===== src/rtl/ser2par_deser.sv =====
// Serial-to-parallel deserializer: assembles WIDTH-bit words from a bit stream
// and holds each completed word in a one-deep valid/ready output slot.
module ser2par_deser #(
    parameter int WIDTH     = 4,
    parameter bit MSB_FIRST = 1'b1,
    localparam int CW       = $clog2(WIDTH)
) (
    input  logic             clk,
    input  logic             rst,
    input  logic             sync_i,
    input  logic             bit_valid_i,
    input  logic             bit_i,
    output logic [WIDTH-1:0] word_o,
    output logic             word_valid_o,
    input  logic             word_ready_i,
    output logic [CW-1:0]    bit_cnt_o,
    output logic             overrun_o
);

    typedef enum logic {
        EMPTY = 1'b0,
        FULL  = 1'b1
    } state_t;

    state_t           state_q, state_d;
    logic [WIDTH-1:0] sh_q, sh_d;
    logic [WIDTH-1:0] word_q, word_d;
    logic [CW-1:0]    cnt_q, cnt_d;
    logic             ovr_q, ovr_d;

    logic [WIDTH-1:0] sh_base;
    logic [WIDTH-1:0] shifted;
    logic             complete;

    // A sync cycle restarts the frame, so the sampled bit shifts into an empty register.
    always_comb begin
        sh_base = sync_i ? '0 : sh_q;
        if (MSB_FIRST) begin
            shifted = {sh_base[WIDTH-2:0], bit_i};
        end else begin
            shifted = {bit_i, sh_base[WIDTH-1:1]};
        end
        complete = bit_valid_i && !sync_i && (cnt_q == CW'(WIDTH - 1));
    end

    // Bit collection and frame restart.
    always_comb begin
        // NOTE: every signal gets a default first so no path leaves it unassigned (no latch).
        sh_d  = sh_q;
        cnt_d = cnt_q;
        ovr_d = ovr_q;
        if (sync_i) begin
            ovr_d = 1'b0;
            if (bit_valid_i) begin
                sh_d  = shifted;
                cnt_d = CW'(1);
            end else begin
                sh_d  = '0;
                cnt_d = '0;
            end
        end else if (bit_valid_i) begin
            if (complete) begin
                sh_d  = '0;
                cnt_d = '0;
            end else begin
                sh_d  = shifted;
                cnt_d = cnt_q + 1'b1;
            end
        end

        // A completion against a full, unaccepted slot is dropped and flagged.
        if (state_q == FULL && complete && !word_ready_i) begin
            ovr_d = 1'b1;
        end
    end

    // Output holding slot.
    always_comb begin
        state_d = state_q;
        word_d  = word_q;
        unique case (state_q)
            EMPTY: begin
                if (complete) begin
                    word_d  = shifted;
                    state_d = FULL;
                end
            end
            FULL: begin
                if (word_ready_i) begin
                    if (complete) begin
                        word_d = shifted;
                    end else begin
                        state_d = EMPTY;
                    end
                end
            end
            default: state_d = EMPTY;
        endcase
    end

    // NOTE: state registers use non-blocking assignments so every flop samples pre-edge values.
    always_ff @(posedge clk or posedge rst) begin
        if (rst) begin
            state_q <= EMPTY;
            sh_q    <= '0;
            word_q  <= '0;
            cnt_q   <= '0;
            ovr_q   <= 1'b0;
        end else begin
            state_q <= state_d;
            sh_q    <= sh_d;
            word_q  <= word_d;
            cnt_q   <= cnt_d;
            ovr_q   <= ovr_d;
        end
    end

    assign word_o       = word_q;
    assign word_valid_o = (state_q == FULL);
    assign bit_cnt_o    = cnt_q;
    assign overrun_o    = ovr_q;

endmodule


===== config.mk =====
export PLATFORM = sky130hd
export DESIGN_NAME = ser2par_deser
export DESIGN_NICKNAME = d
export VERILOG_FILES = /design/src/rtl/ser2par_deser.sv
export SDC_FILE = /design/constraint.sdc
export NUM_CORES = 1
export LEC_CHECK = 0
export CAP_MARGIN = 20
export CORE_AREA = 2 2 39 41
export CTS_BUF_LIST = sky130_fd_sc_hd__clkbuf_2
export DETAILED_ROUTE_END_ITERATION = 8
export DIE_AREA = 0 0 41 43
export PLACE_DENSITY_LB_ADDON = 0.1
export RECOVER_POWER = 25
export SLEW_MARGIN = 30
export SYNTH_ARGS = -nofsm -noshare
export SYNTH_HDL_FRONTEND = slang
export SYNTH_SLANG_ARGS = --single-unit

===== constraint.sdc =====
create_clock -name clk -period 1.6 [get_ports clk]
set_input_delay 0.4 -clock clk [delete_from_list [all_inputs] [get_ports clk]]
set_output_delay 0.4 -clock clk [all_outputs]
set_load 0.01 [all_outputs]

**Run 1: register map, names as in the netlist**

Drawn at 12 px/µm. Other sequential cells in the stronger grey, the rest of the logic in the fainter grey.
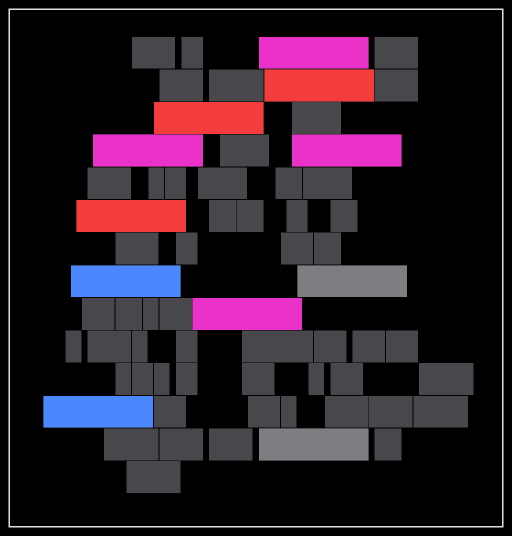
[sh_q] red | flops: 3
[bit_cnt_o] blue | flops: 2
[word_o] magenta | flops: 4
not coloured: 2
Flop area: 275 µm²
Seq/total area: 38.6%

**Run 1: placement by cell class**

Drawn at 6 px/µm.
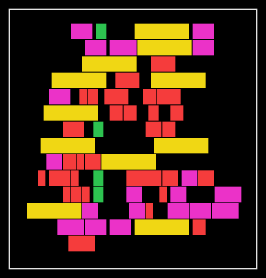
[other buffers and delay cells] magenta | cells: 19 | share of their area: 27%
[flip-flops] yellow | cells: 11 | share of their area: 40%
[clock drivers and dummy loads] green | cells: 4 | share of their area: 2.9%
[all other logic] red | cells: 30 | share of their area: 31%
final cell utilization of the core: 51.5%
standard-cell rows: 14
area of all placed cells without fillers: 713 µm²

**Run 1: M3 wires**

Drawn at 8 px/µm.
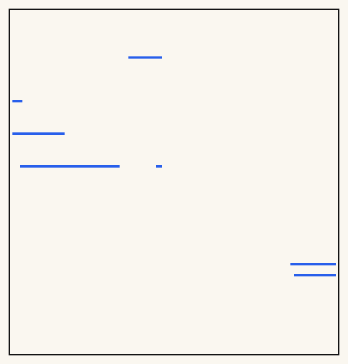
nets with wire on the layer: 5
share of all routed wire: 3.3%
wire length on this layer: 33.8 µm
longest straight run: 12.2 µm
WL final: 1020 µm
Vias: 402
met3 capacity usage during global routing: 3.14%

**Run 1: routed metal, one colour a layer**

Drawn at 8 px/µm. Two of the layers only.
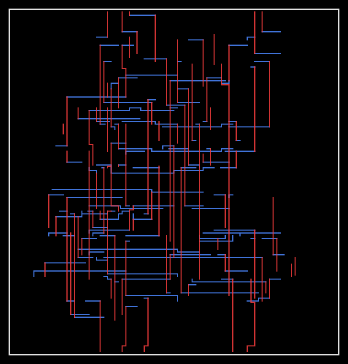
[met1] blue | wire length: 425 µm
[met2] red | wire length: 542 µm
detail-routed net length per standard cell: 12.8 µm
overall track demand over capacity in global routing: 14.7%

==> reports/qor.log <==
qor: finish.fillers 130
qor: place.placed_cell_area 668 µm²
qor: worst_setup_path.setup.worst_path.end_class primary output
qor: clock_tree.tritoncts_num_sinks 11
qor: worst_setup_path.critical_path.reg2reg.startpoint bit_cnt_o[1]
qor: clock_tree.total_number_of_h_tree_levels 1
qor: finish.area_delta_synth_final 41.8%
qor: finish.buffers_excl_clock 19
qor: global_routing.global_route.usage.met2 22.5%
qor: job.maxCapViolCount 0
qor: yosys.synthesis.area 503 µm²
qor: timing.final.period_utilization 97.0%
qor: timing.max-slew-margin-rel 72.1%
qor: yosys.post_synth_ao_oa_area_fraction 7.71%
qor: route.vias_per_cell 5.03
qor: worst_setup_path.crit_path_max_fanout 2
qor: job.warnings 26
qor: timing.fin_setup_tns 0 ps
qor: finish.layout.nonclk_buf_share 26.0%
qor: global_routing.grt_pass1_wl 1700 µm
qor: die.io_pins 14
qor: finish.layout-drive-gt1-share 23.4%
qor: finish.layout.clock.cell_area_share 2.81%
qor: global_routing.grt_overflow 0
qor: worst_setup_path.gate_family_responsible_for_the_most_delay_along_the_worst_path buffers and inverters
qor: yosys.synthTopLogicFamily simple AND/OR/NAND/NOR gates
qor: route.route.detailed.drc 0
qor: yosys.post_synth_most_frequent_cells 11 x sky130_fd_sc_hd__dfrtp_1, 4 x sky130_fd_sc_hd__mux2_2, 4 x sky130_fd_sc_hd__nor2_1
qor: worst_setup_path.worst_path_max_delay_cell sky130_fd_sc_hd__clkdlybuf4s50_1
qor: finish.final_stage_net_count 72
qor: yosys.syn-num-nets 50
qor: global_routing.initial_antenna_violation_count 0
qor: timing.timing_max_transition_violations_final 0
qor: finish.n_multi_input_combinational_cell 29
qor: timing.fin_hold_ws 504 ps
qor: clock_tree.tritoncts yes
qor: place.placed_cells 74
qor: route.routed.top_layer met4
qor: worst_setup_path.crit_path_start_kind register
qor: finish.leading_cell_kind sequential cells
qor: clock_tree.cts.reportedPaths.clkPinSlew 110 ps
qor: timing.report.final.setup_viol 0
qor: hold_path.hold_class reg2reg
qor: worst_setup_path.rr_worst_depth 5
qor: finish.antenna_cells 0
qor: power.switching_share_of_power 26.8%
qor: yosys.xor_area_share 0%
qor: global_routing.grt_most_used_layer met2
qor: run_status.result_of_the_run complete, no violations
qor: worst_setup_path.worstPathArrival 1150 ps
qor: clock_tree.cts_inserted_buffers 3
qor: route.drtIter0Drc 1
qor: power.irDropWorstVdd 0.384 mV
qor: timing.final-hold-violation-count 0
qor: die.die_x 41 µm
qor: route.drt_first_pass_iters 4
qor: timing.timing_worst_slew_pin_value 418 ps
qor: yosys.netlist.top_cell.by_instances sky130_fd_sc_hd__dfrtp_1
qor: die.design.core.area 1380 µm²
qor: yosys.fa_ha_area_share 2.49%
qor: timing.setup_slack 47.9 ps
qor: worst_setup_path.worst_path_largest_cell_delay 530 ps
qor: place.portBuffers 13
qor: clock_tree.max-clock-path-buffers 2
qor: finish.n_all_inverters 1
qor: yosys.synth-cells-yosys 43
qor: global_routing.grt_use_met1 18.3%
qor: power.combPwrFrac 22.1%
qor: yosys.warnings_synthesis 0
qor: finish.largest_reg_flops 4
qor: worst_setup_path.timing.critical_path.cells clkdlybuf4s50_1
qor: global_routing.via_count_of_the_first_global_routing_pass 407
qor: yosys.enable_flop_cells 0
qor: yosys.yosys-top-cells-area sky130_fd_sc_hd__dfrtp_1 55%, sky130_fd_sc_hd__mux2_2 9.0%, sky130_fd_sc_hd__nand2b_1 3.7%
qor: worst_setup_path.crit_path_end word_o[1]
qor: clock_tree.cts_root_buffer sky130_fd_sc_hd__clkbuf_2
qor: worst_setup_path.regToRegSetupSlack 140 ps
qor: timing.grt_setup_unrepaired no
qor: timing.finalCriticalPeriod 1550 ps
qor: power.clkPwrFrac 26.3%
qor: yosys.synth_cell_types 18
qor: power.static-leakage-power 0.391 nW
qor: clock_tree.cts_hold_repair.buffers 0
qor: global_routing.grt_max_degree 12
qor: route.ant_nets 0
run 1: repair_timing:
action,CTS,global route
buffers inserted,2,0
setup endpoints to repair,2,4
gates resized,0,4
cloned,0,0
run 1: power by group through the flow:
stage | logic [mW] | registers [mW] | clock network [mW]
6_report | 0.135 | 0.316 | 0.161
5_1_grt | 0.146 | 0.319 | 0.179
4_1_cts | 0.142 | 0.317 | 0.165
3_5_place_dp | 0.131 | 0.324 | 0
3_3_place_gp | 0.127 | 0.322 | 0
2_1_floorplan | 0.0503 | 0.331 | 0
run 1: worst min path at each step:
stage | slack (ps) | to | cells past startpoint
floorplan | 250 | bit_cnt_o[0] | 1
global placement | 480 | overrun_o | 2
detailed placement | 490 | overrun_o | 2
CTS | 440 | bit_cnt_o[1] | 2
global route | 550 | word_o[3] | 1
finish | 500 | overrun_o | 2
No activity file was given, so power comes from the tool's default toggle rates.
